==> config.mk <==
export PLATFORM = sky130hd
export DESIGN_NAME = instruction_fetch
export DESIGN_NICKNAME = d
export VERILOG_FILES = /design/src/rtl/instruction_fetch.sv
export SDC_FILE = /design/constraint.sdc
export NUM_CORES = 1
export LEC_CHECK = 0
export ABC_AREA = 1
export CAP_MARGIN = 30
export CORE_MARGIN = 2
export CORE_UTILIZATION = 38
export CTS_CLUSTER_SIZE = 28
export DETAILED_ROUTE_END_ITERATION = 16
export PLACE_DENSITY = 0.8
export SLEW_MARGIN = 20
export SYNTH_ARGS = -nofsm -noshare
export SYNTH_HDL_FRONTEND = slang
export SYNTH_SLANG_ARGS = --single-unit
==> constraint.sdc <==
create_clock -name clock -period 1.8 [get_ports clock]
set_input_delay 0.36 -clock clock [delete_from_list [all_inputs] [get_ports clock]]
set_output_delay 0.36 -clock clock [all_outputs]
set_load 0.02 [all_outputs]
**Placement view**

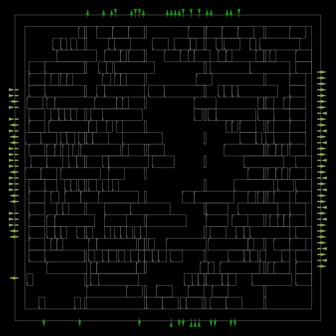
fillcell total: 392
# Taps: 52
flip-flops: 38

**Nets reached from selected ports**

(4 px per um)
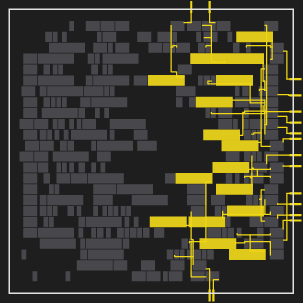
- pcOut: yellow (bits 16; direction output; edge 12 right, 2 top, 2 bottom; end cells 16; buffers 16; wire 403 um)
Top-Level Pins: 92
buffers added on ports: 86

**Drive-strength map**

(6 px per um)
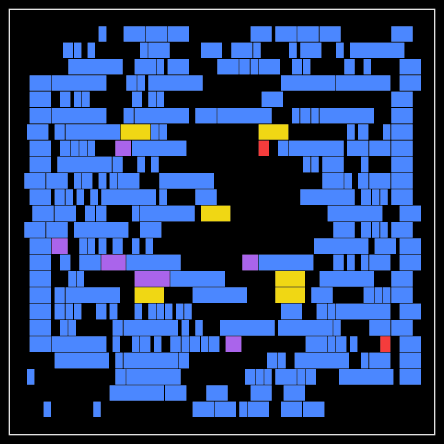
- _0 and _1 cells: blue (cells 249; most used clkdlybuf4s50_1)
- _3 and _4 cells: purple (cells 6; most used buf_4)
- _6 and larger: yellow (cells 6; most used clkbuf_8)
- _2 cells: red (cells 2)
Final WS setup: 0.155 ns
non-clock buffer count in the final layout: 90
post-route cell area: 0.00254 mm2
Layout area overhead: 50.5%

==> out/results.ini <==
[final_timing]
slew_viol_final=0
max_freq_ghz=0.608
period_used_pct=91.4
setup_tns_ns=0
rsz0062_at_grt=false
setup_viol=0
finalClockSkew_ns=0.00268

[worst_hold_path]
hold_class=primary input to asynchronous set/reset pin

[final_layout]
layout_top_cells=clkdlybuf4s50_1 (85), nand2_1 (56), dfrtp_1 (38)
final_util_pct=58.7
flop_area_um2=951
antennaDiodeCount=0
final_nets=298

[synthesis]
ys_chip_area_mm2=0.00169
edf_count=0
async_reset_ff_share_pct=100
synth_stat.cells=190
yosysMostFrequentCell=nand2_1
yosysTopAreaCell=dfrtp_1
ys_seq_share_pct=56.3
synth_cell_types=16

[pwr]
clock_power_mw=0.582
p_seq_share_pct=33.1
powerDensity_mw_per_mm2=1790
swShare_pct=40.4
pg_comb_mw=2.46
p_leak_nw=1.24
power_leader=combinational logic
seq_cell_power_mw=1.51
p_int_mw=2.71
ir_drop_mv=0.985

[run_status]
status=finished clean

[flow_run]
warning_count=26
cap_viol_max_count=0

[global_routing]
use_met3_pct=6.70
use_met1_pct=18.0
overflow=0
grt_pass1_wl_mm=5.85
grt_max_degree=33
grt_pass1_vias=1286

[drt]
drcViolationCount=0
top_layer=met4
drt_iter0_markers=67
wl_per_cell_um=11.5
ant_nets=0
firstDrtPassIters=4
routed_wl_mm=3.62
viasPerCell=4.51

[setup_path]
end_kind=primary output
critPathRequiredTime_ns=1.44
arrival_ns=1.29
crit_chain=clkdlybuf4s50_1
slowest_delay_ns=0.62
slowest_stage=clkdlybuf4s50_1

[clocking]
cts.clk_slew.worst_paths_ns=0.07
cts_tree=done

[placed_design]
pre_cts_slack_ns=0.304
hpwl_mm=2.79

[floorplan]
fp_util_pct=39.0
chip_area_mm2=0.00499
fp.coreArea_mm2=0.00432

-- through the flow --
| step | power (mW) | area, um2 | std cells |
|---|---|---|---|
| finish | 4.55 | 2540 | 315 |
| global placement | 3.95 | 2450 | 307 |
| floorplan | 2.98 | 1700 | 194 |
| global route | 4.84 | 2540 | 315 |
| detailed placement | 4.02 | 2450 | 307 |
| CTS | 4.61 | 2540 | 315 |
-- area by class of cell --
type,instances,area share (%)
Sequential cell,38,37.4
Timing Repair Buffer,90,34.9
Multi-Input combinational cell,106,18.4
Clock buffer,7,3.40
Inverter,21,3.10
Tap cell,52,2.56
Clock inverter,1,0.197
-- cell families after synthesis --
kind of cell	count (synthesis)	share of synthesized area [%]
other	1	0.222
AOI/OAI and AO/OA	20	5.93
and+or+nand+nor	81	20.7
DFF	38	56.3
buffers and inverters	50	16.8
Power is estimated from default activity; no workload was simulated.
